$ cat src/rtl/hazard_ctrl.sv
// Pipeline sequencing controller: load-use stalls, operand forwarding, jump
// flushes, halt drain, and saturating stall/flush performance counters.
module hazard_ctrl #(
  parameter int PC_W         = 5,
  parameter int DRAIN_CYCLES = 3,
  parameter int CNT_W        = 16
) (
  input  logic             clk,
  input  logic             rst,
  input  logic             dec_valid,
  input  logic [4:0]       dec_rs1,
  input  logic [4:0]       dec_rs2,
  input  logic             dec_uses_rs1,
  input  logic             dec_uses_rs2,
  input  logic [4:0]       dec_rd,
  input  logic             dec_reg_wrenable,
  input  logic             dec_mem_to_reg,
  input  logic             dec_halt,
  input  logic             ex_should_jump,
  input  logic [PC_W-1:0]  ex_jump_pc,
  output logic             stall,
  output logic             flush,
  output logic             pc_sel,
  output logic [PC_W-1:0]  next_pc_tgt,
  output logic             pc_hold,
  output logic [1:0]       fwd_a,
  output logic [1:0]       fwd_b,
  output logic             halted,
  output logic [1:0]       state,
  output logic [CNT_W-1:0] stall_count,
  output logic [CNT_W-1:0] flush_count
);

  localparam int DW = (DRAIN_CYCLES > 1) ? $clog2(DRAIN_CYCLES) : 1;

  typedef enum logic [1:0] {
    ST_RUN    = 2'b00,
    ST_DRAIN  = 2'b01,
    ST_HALTED = 2'b10
  } state_t;

  // Handshake: the decode instruction is consumed (enters EX) in the cycle
  // where dec_valid=1 and the controller is in RUN with stall=0 and flush=0;
  // any other cycle a bubble enters EX and decode must re-present its word.
  state_t           state_q, state_d;
  logic [DW-1:0]    drain_cnt_q, drain_cnt_d;
  logic [4:0]       ex_rd_q, ex_rd_d;
  logic             ex_we_q, ex_we_d;
  logic             ex_load_q, ex_load_d;
  logic [4:0]       mem_rd_q, mem_rd_d;
  logic             mem_we_q, mem_we_d;
  logic             flush_pend_q, flush_pend_d;
  logic             halted_q, halted_d;
  logic [CNT_W-1:0] stall_cnt_q, stall_cnt_d;
  logic [CNT_W-1:0] flush_cnt_q, flush_cnt_d;

  logic go, run, accepted, halt_acc;
  logic ex_hit_a, ex_hit_b, mem_hit_a, mem_hit_b;

  function automatic logic slot_hit(input logic [4:0] rs, input logic uses,
                                    input logic [4:0] rd, input logic we);
    return uses && we && (rd != 5'd0) && (rs == rd);
  endfunction

  function automatic logic [1:0] fwd_sel(input logic ex_hit, input logic mem_hit);
    if (ex_hit)       return 2'b01;
    else if (mem_hit) return 2'b10;
    else              return 2'b00;
  endfunction

  always_comb begin
    go          = !rst;
    run         = go && (state_q == ST_RUN);
    ex_hit_a    = slot_hit(dec_rs1, dec_uses_rs1, ex_rd_q, ex_we_q);
    ex_hit_b    = slot_hit(dec_rs2, dec_uses_rs2, ex_rd_q, ex_we_q);
    mem_hit_a   = slot_hit(dec_rs1, dec_uses_rs1, mem_rd_q, mem_we_q);
    mem_hit_b   = slot_hit(dec_rs2, dec_uses_rs2, mem_rd_q, mem_we_q);

    pc_sel      = run && ex_should_jump;
    next_pc_tgt = pc_sel ? ex_jump_pc : '0;
    // flush_pend covers the one-cycle synchronous ROM fetch after a jump.
    flush       = run && (ex_should_jump || flush_pend_q);
    stall       = run && dec_valid && !flush && ex_load_q && (ex_hit_a || ex_hit_b);

    fwd_a = 2'b00;
    fwd_b = 2'b00;
    if (go && !stall && !flush) begin
      fwd_a = fwd_sel(ex_hit_a, mem_hit_a);
      fwd_b = fwd_sel(ex_hit_b, mem_hit_b);
    end

    accepted = run && dec_valid && !stall && !flush;
    halt_acc = accepted && dec_halt;
    pc_hold  = go && (halt_acc || (state_q != ST_RUN));
  end

  always_comb begin
    ex_rd_d      = accepted ? dec_rd : 5'd0;
    ex_we_d      = accepted && dec_reg_wrenable;
    ex_load_d    = accepted && dec_mem_to_reg;
    mem_rd_d     = ex_rd_q;
    mem_we_d     = ex_we_q;
    flush_pend_d = pc_sel;

    state_d     = state_q;
    drain_cnt_d = drain_cnt_q;
    case (state_q)
      ST_RUN: begin
        if (halt_acc) begin
          state_d     = ST_DRAIN;
          drain_cnt_d = DW'(DRAIN_CYCLES - 1);
        end
      end
      ST_DRAIN: begin
        if (drain_cnt_q == '0) state_d = ST_HALTED;
        else                   drain_cnt_d = drain_cnt_q - DW'(1);
      end
      ST_HALTED: state_d = ST_HALTED;
      default:   state_d = ST_RUN;
    endcase
    halted_d = (state_d == ST_HALTED);

    stall_cnt_d = stall_cnt_q;
    if (stall && (stall_cnt_q != '1)) stall_cnt_d = stall_cnt_q + CNT_W'(1);
    flush_cnt_d = flush_cnt_q;
    if (pc_sel && (flush_cnt_q != '1)) flush_cnt_d = flush_cnt_q + CNT_W'(1);
  end

  always_ff @(posedge clk) begin
    if (rst) begin
      state_q      <= ST_RUN;
      drain_cnt_q  <= '0;
      ex_rd_q      <= 5'd0;
      ex_we_q      <= 1'b0;
      ex_load_q    <= 1'b0;
      mem_rd_q     <= 5'd0;
      mem_we_q     <= 1'b0;
      flush_pend_q <= 1'b0;
      halted_q     <= 1'b0;
      stall_cnt_q  <= '0;
      flush_cnt_q  <= '0;
    end else begin
      state_q      <= state_d;
      drain_cnt_q  <= drain_cnt_d;
      ex_rd_q      <= ex_rd_d;
      ex_we_q      <= ex_we_d;
      ex_load_q    <= ex_load_d;
      mem_rd_q     <= mem_rd_d;
      mem_we_q     <= mem_we_d;
      flush_pend_q <= flush_pend_d;
      halted_q     <= halted_d;
      stall_cnt_q  <= stall_cnt_d;
      flush_cnt_q  <= flush_cnt_d;
    end
  end

  assign state       = state_q;
  assign halted      = halted_q;
  assign stall_count = stall_cnt_q;
  assign flush_count = flush_cnt_q;

endmodule

$ cat config.mk
export PLATFORM = sky130hd
export DESIGN_NAME = hazard_ctrl
export DESIGN_NICKNAME = d
export VERILOG_FILES = /design/src/rtl/hazard_ctrl.sv
export SDC_FILE = /design/constraint.sdc
export NUM_CORES = 1
export LEC_CHECK = 0
export ABC_AREA = 1
export CORE_UTILIZATION = 40
export CTS_BUF_LIST = sky130_fd_sc_hd__clkbuf_2
export CTS_CLUSTER_DIAMETER = 60
export DETAILED_ROUTE_END_ITERATION = 7
export PLACE_DENSITY = 0.71
export SETUP_SLACK_MARGIN = 0.05
export SKIP_LAST_GASP = 1
export SYNTH_ARGS = -nofsm -noshare
export SYNTH_HDL_FRONTEND = slang
export SYNTH_SLANG_ARGS = --single-unit
$ cat constraint.sdc
create_clock -name clk -period 2.11 [get_ports clk]
set_input_delay 0.5275 -clock clk [delete_from_list [all_inputs] [get_ports clk]]
set_output_delay 0.5275 -clock clk [all_outputs]
set_load 0.05 [all_outputs]
### Supply network, run 1

Scale bar: 20 um. Pins as bars on the die edge. Tap cells in gray.
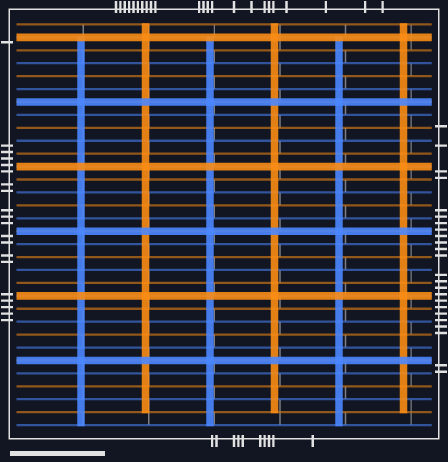
legend:
  VDD:
    color: orange
  VSS:
    color: blue
met5 straps: 6
tap cells: 99

### Cells colored by class, run 1

Scale bar: 20 um.
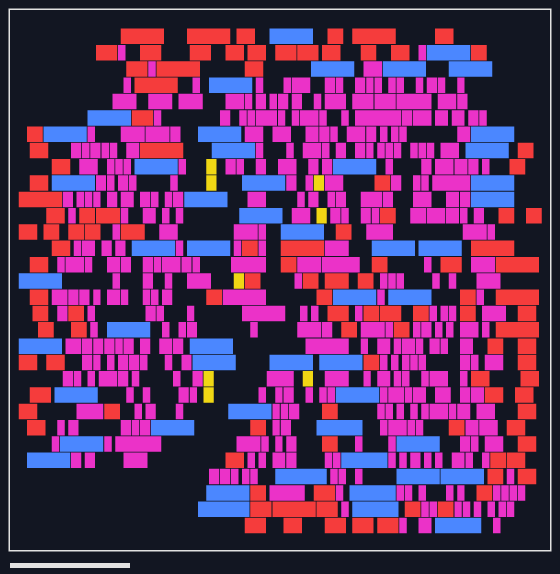
legend:
  remaining logic cells:
    color: magenta
    cells: 391
  registers:
    color: blue
    cells: 51
  remaining buffers and delay cells:
    color: red
    cells: 113
  clock drivers and dummy loads:
    color: yellow
    cells: 8

### Clock network drawn from the DEF, run 1

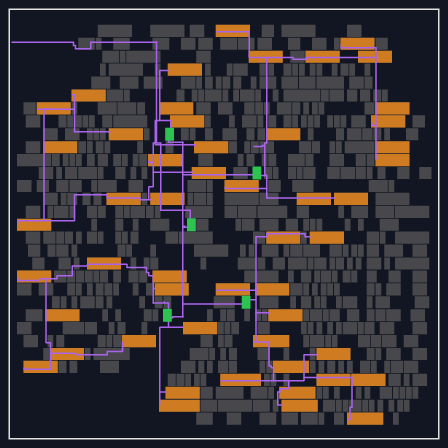
legend:
  clock-net drivers:
    color: green
    count: 5
  flip-flops:
    color: orange
    count: 51
  clock wires:
    color: purple
    length: 656 um
routed clock nets: 6

==> run 1: layout make-up <==
class / instances / area share [%]
clock buffers: 7 / 0.7859
clock inverters: 1 / 0.1123
inverters: 73 / 6.539
multi-input cells: 318 / 41.71
flip-flops and latches: 51 / 23.21
well taps: 99 / 2.779
repair buffers: 113 / 24.87
==> run 1: worst max path at each step <==
stage | cells past startpoint | endpoint | slack (ps)
after floorplan | 10 | fwd_a[0] | -370
after global placement | 11 | fwd_a[0] | -490
after detailed placement | 11 | fwd_a[0] | -530
after CTS | 10 | fwd_a[1] | -400
after global routing | 10 | fwd_b[1] | -470
final | 14 | stall | -340
==> run 1: through the flow <==
stage,instances,TNS (ps)
6_report,662,-2603
5_1_grt,662,-4407
4_1_cts,654,-3211
3_5_place_dp,641,-13690
3_3_place_gp,641,-11490
2_1_floorplan,452,-1943
==> run 1: metal layers <==
| metal | wire, um | global-route usage (%) | part of all wire [%] |
|---|---|---|---|
| met5 | 0 | 0 | 0 |
| met4 | 120 | 5.780 | 1.4 |
| met3 | 442 | 3.384 | 5.3 |
| met2 | 3994 | 36.13 | 48 |
| met1 | 3720 | 25.72 | 45 |
==> run 1: where the power goes <==
group	internal [mW]	switching (mW)	leakage (nW)
Clock	0.0905	0.303	0.0330
Combinational	0.151	0.198	1.47
Sequential	0.982	0.0122	0.416
==> run 1: critical path: stages <==
cell and delay, ps:
dlygate4sd2_1 300, inv_1 70, nand2_1 80, nand2_1 60, inv_1 50, nand2_1 50
nor2_2 100, nand2_2 90, nand2_4 80, nand2_4 70, buf_4 140, buf_6 120
inv_8 50, buf_12 120
==> run 1: flip-flops by register name, indices dropped and copies added, names as in the netlist <==
signal	count
stall_count	16
halted	1
state	2
flush_count	16
drain_cnt_q	2
ex_rd_q	5
ex_load_q	1
ex_we_q	1
mem_we_q	1
mem_rd_q	5
flush_pend_q	1
==> run 1: layout by cell type, fill, tap and decap left out, types with 3 or more instances in the layout <==
cell / synthesis / final
nand2_1: 103 / 99
buf_12: 0 / 13
a21oi_2: 4 / 6
nand2_2: 2 / 5
inv_1: 67 / 63
ha_1: 3 / 3
a21oi_1: 33 / 30
dfxtp_1: 51 / 44
buf_6: 1 / 3
dfxtp_2: 0 / 5
clkdlybuf4s15_1: 0 / 4
nand2_4: 3 / 4
nand3_2: 4 / 4
inv_2: 4 / 7
buf_4: 3 / 46
nand3_1: 36 / 35
xnor2_1: 6 / 6
xor2_1: 17 / 17
nor2_1: 52 / 41
nor2_2: 2 / 3
nor2_4: 2 / 12
nand4_1: 12 / 12
clkdlybuf4s50_1: 0 / 14
dlygate4sd2_1: 0 / 33
nor3_1: 13 / 13
o21ai_0: 5 / 5
clkbuf_2: 0 / 7
nor3b_1: 3 / 3
==> run 1: timing repair <==
item	CTS	global route
setup buffers	5	8
pin swaps	13	12
hold buffers	0	0
gates resized	45	20
hold endpoints to repair	0	0
setup endpoints to repair	36	17
==> run 1: cell families (layout without fill, tap and decap cells) <==
logic type / Yosys count / after routing / synth area share, %
buf+inv: 83 / 194 / 11.17
compound gates: 50 / 50 / 9.395
flops: 51 / 51 / 32.90
fa+ha+maj: 3 / 3 / 1.210
xor+xnor: 23 / 23 / 6.492
simple gates: 242 / 242 / 38.83
==> flow_metrics.env, run 1 <==
# flow metrics
export IMPL_criticalPathCategory="in -> out"
export IMPL_yosysMostFrequentCell="nand2_1"
export IMPL_dr_pass1_iters=4
export IMPL_cap_violations=0
export IMPL_top_cells_by_area="dfxtp_1 (33%), nand2_1 (12%), inv_1 (8.1%), nor2_1 (6.3%), nand3_1 (5.8%)"
export IMPL_yosysCellCount=452
export IMPL_areaGrowthSynthToFinish_pct=43.67
export IMPL_floorplan_nets=484
export IMPL_hp_start="ex_we_q"
export IMPL_worst_slack_ps=-337.1
export IMPL_route_detailed_drc=0
export IMPL_yosys_area_top_type="dfxtp_1"
export IMPL_rsz0062_at_grt="true"
export IMPL_n_fill_cell=691
export IMPL_min_path_cells=2
export IMPL_finalCriticalPeriod_ps=2447
export IMPL_first_global_vias=3002
export IMPL_yosysWarnings=0
export IMPL_irDropWorstVdd_uv=197.0
export IMPL_async_flop_share_pct=0
export IMPL_track_usage_pct=20.54
export IMPL_ys_area_um2=3103
export IMPL_ys_flop_type="dfxtp_1"
export IMPL_cts_buffer_depth=2
export IMPL_finalPower_mw=1.736
export IMPL_finalSetupViolCount=12
export IMPL_portBuffers=76
export IMPL_core_area_um2=7370
export IMPL_yosysUniqueCellTypes=42
export IMPL_antenna_left=0
export IMPL_timing_rr_start="state[0]"
export IMPL_warnings=29
export IMPL_cts_tree="built"
export IMPL_die_height_um=90.08
export IMPL_fin_area_um2=4458
export IMPL_top_cells_by_count="nand2_1 (103), inv_1 (67), nor2_1 (52)"
export IMPL_period_used_pct=116.0
export IMPL_regArea_um2=1035
export IMPL_outcome="finished, violations left"
export IMPL_overflow=0
export IMPL_endpoint_kind="output port"
export IMPL_grt_pass1_wl_um=13840
export IMPL_synth_avg_cell_area_um2=6.865
export IMPL_cellLeakagePower_nw=1.922
export IMPL_cts_root_buf="clkbuf_2"
export IMPL_crit_path_start_kind="input pin"
export IMPL_path_clk_slew_ps=230
export IMPL_violations="negative setup slack"
export IMPL_worst_pin_slew_ps=504.5
export IMPL_synth_seq_share_pct=32.90
export IMPL_startpoint="dec_rs2[3]"
export IMPL_whs_ps=456.6
export IMPL_top_cell_area_share_pct=32.90
export IMPL_place_area_um2=4305
export IMPL_die_w_um=90.08
export IMPL_drtIter0Drc=136
export IMPL_rows=31
export IMPL_antenna_found_initial=0
export IMPL_cts_buffers=5
export IMPL_post_route_util_pct=60.49
export IMPL_synth_cells=452
==> run 1 -> run 2 <==
--- a/config.mk
+++ b/config.mk
@@ -6,13 +6,15 @@
 export NUM_CORES = 1
 export LEC_CHECK = 0
 export ABC_AREA = 1
-export CORE_UTILIZATION = 40
+export ABC_CLOCK_PERIOD_IN_PS = 2110
+export CORE_UTILIZATION = 51
 export CTS_BUF_LIST = sky130_fd_sc_hd__clkbuf_2
 export CTS_CLUSTER_DIAMETER = 60
 export DETAILED_ROUTE_END_ITERATION = 7
-export PLACE_DENSITY = 0.71
+export PLACE_DENSITY = 0.86
 export SETUP_SLACK_MARGIN = 0.05
 export SKIP_LAST_GASP = 1
+export SLEW_MARGIN = 20
 export SYNTH_ARGS = -nofsm -noshare
 export SYNTH_HDL_FRONTEND = slang
 export SYNTH_SLANG_ARGS = --single-unit
==> run 2 against run 1 <==
The flow still finishes with violations (negative setup slack). Register-to-register slack barely moved. Die area fell by 21%. Flip-flop count is the same. Sequential share of layout area increased by 0.28 points. Critical path type unchanged. Critical endpoint unchanged.
==> flow_metrics.env, run 2 <==
# flow metrics
export IMPL_top_cells_by_count="nand2_1 (103), inv_1 (67), nor2_1 (52)"
export IMPL_rsz0062_at_grt="true"
export IMPL_route_detailed_drc=0
export IMPL_worst_slack_ps=-372.9
export IMPL_top_logic_kind="simple AND/OR/NAND/NOR gates"
export IMPL_antenna_found_initial=0
export IMPL_synth_xor_area_share_pct=6.492
export IMPL_core_area_um2=5886
export IMPL_hp_start="ex_we_q"
export IMPL_drtIter0Drc=148
export IMPL_clkPwrFrac_pct=27.3
export IMPL_yosysMostFrequentCell="nand2_1"
export IMPL_top_cell_area_share_pct=32.90
export IMPL_violations="negative setup slack"
export IMPL_p_int_mw=1.328
export IMPL_cap_violations=0
export IMPL_dr_pass1_iters=5
export IMPL_track_usage_pct=26.80
export IMPL_synth_seq_share_pct=32.90
export IMPL_synth_cells=452
export IMPL_synthAdderAreaFrac_pct=1.210
export IMPL_wl_met1_um=3483
export IMPL_slew_violations=0
export IMPL_portBuffers=76
export IMPL_ys_area_um2=3103
export IMPL_highest_layer="met4"
export IMPL_areaGrowthSynthToFinish_pct=42.14
export IMPL_async_flop_share_pct=0
export IMPL_sw_frac_of_total_pct=28.12
export IMPL_cts_buffers=5
export IMPL_first_global_vias=3109
export IMPL_holdBufCountCts=0
export IMPL_antenna_left=0
export IMPL_timing_rr_start="state[0]"
export IMPL_yosysCellCount=452
export IMPL_floorplan_nets=484
export IMPL_fin_tns_setup_ps=-3757
export IMPL_route_met2_wl_um=4094
export IMPL_startpoint="dec_valid"
export IMPL_overflow=0
export IMPL_worst_pin_slew_ps=500.6
export IMPL_yosysWarnings=0
export IMPL_path_clk_slew_ps=260
export IMPL_endpoint_kind="output port"
export IMPL_die_height_um=80
export IMPL_criticalPathCategory="in -> out"
export IMPL_whs_ps=464.0
export IMPL_outcome="finished, violations left"
export IMPL_synth_mux_area_fraction_pct=0
export IMPL_cts_root_buf="clkbuf_2"
export IMPL_finalSetupViolCount=13
export IMPL_power_switching_uw=519.5
export IMPL_yosysUniqueCellTypes=42
export IMPL_cellLeakagePower_nw=1.900
export IMPL_power_frac_seq_pct=53.8
export IMPL_die_w_um=80
export IMPL_rows=28
export IMPL_cts_buffer_depth=2
export IMPL_warnings=29
export IMPL_finalCriticalPeriod_ps=2483
export IMPL_synth_avg_cell_area_um2=6.865
export IMPL_yosys_area_share_simple_pct=38.83
export IMPL_cts_tree="built"
export IMPL_wl_met3_um=425
run 2: worst paths after layout:
check                        end  cells past startpoint
setup / recovery           stall                     10
setup reg to reg  flush_count[5]                     11
hold reg to reg         mem_we_q                      2
hold / removal          mem_we_q                      2
run 2: cell type report:
cell class / count / area [um^2]
clock buffer: 5 / 25.02
clock inverter: 3 / 38.79
fill: 489 / 1475
inverter: 73 / 292.8
multi-input combinational: 318 / 1849
sequential: 51 / 1036
tap: 75 / 93.84
timing repair buffer: 108 / 1075
run 2: worst max-delay path, cell delays in order:
cell and delay, ps:
clkdlybuf4s50_1 490, inv_1 100, nor2_8 130, nand2_4 80, nor2_8 120, nand2_4 70, buf_4 140, buf_6 110
clkinv_4 50, buf_12 120
run 2: power groups by stage:
stage | clock network, mW | registers, mW | logic [mW]
after CTS | 0.511 | 0.994 | 0.344
after global routing | 0.549 | 0.998 | 0.375
after floorplan | 0 | 1.03 | 0.172
after detailed placement | 0 | 1.01 | 0.337
final | 0.504 | 0.994 | 0.349
after global placement | 0 | 1.01 | 0.328
run 2: repair_timing:
action                                 4_1_cts  5_1_grt
endpoints found under the hold margin        0        0
pin swaps                                   11        6
setup endpoints to repair                   37       21
setup buffers                                8        5
gates resized                               47       18
run 2: metrics by stage:
| step | setup slack (ps) | cell area, um^2 | utilization (%) | cells | total power [mW] |
|---|---|---|---|---|---|
| after floorplan | -373.5 | 3222 | - | 452 | 1.200 |
| after global placement | -478.7 | 4255 | 72.30 | 614 | 1.341 |
| after detailed placement | -499.4 | 4255 | 72.30 | 614 | 1.350 |
| after CTS | -392.6 | 4364 | 74.15 | 630 | 1.849 |
| after global routing | -490.3 | 4410 | 74.94 | 633 | 1.922 |
| final | -372.9 | 4410 | 74.94 | 633 | 1.847 |
run 2: per-layer routing:
| layer | track usage [%] | vias up |
|---|---|---|
| met5 | 0 | - |
| met4 | 9.643 | 0 |
| met3 | 5.257 | 18 |
| met2 | 48.80 | 100 |
| met1 | 30.75 | 1521 |
| li1 | - | 1647 |
run 2: kinds of logic (layout without fill, tap and decap cells):
kind of cell	Yosys count	in the layout
xor+xnor	23	23
compound gates	50	50
simple gates	242	242
buf+inv	83	189
flops	51	51
fa+ha+maj	3	3
### Signal wires by layer, run 2

Scale bar: 20 um. Two of the layers only.
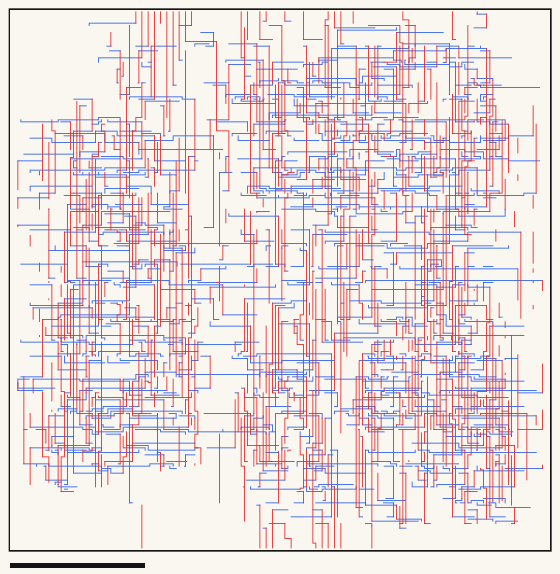
legend:
  M2:
    color: red
    wire_length: 4,090 um
  M1:
    color: blue
    wire_length: 3,480 um

### Cells colored by class, run 2

Scale bar: 20 um.
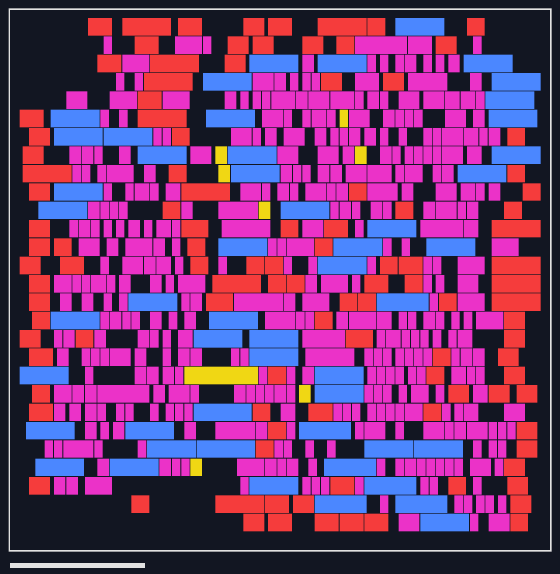
legend:
  remaining logic cells:
    color: magenta
    cells: 391
  registers:
    color: blue
    cells: 51
  clock drivers and dummy loads:
    color: yellow
    cells: 8
  remaining buffers and delay cells:
    color: red
    cells: 108

Power figures rest on the tool's default switching activity, not on a simulated workload.
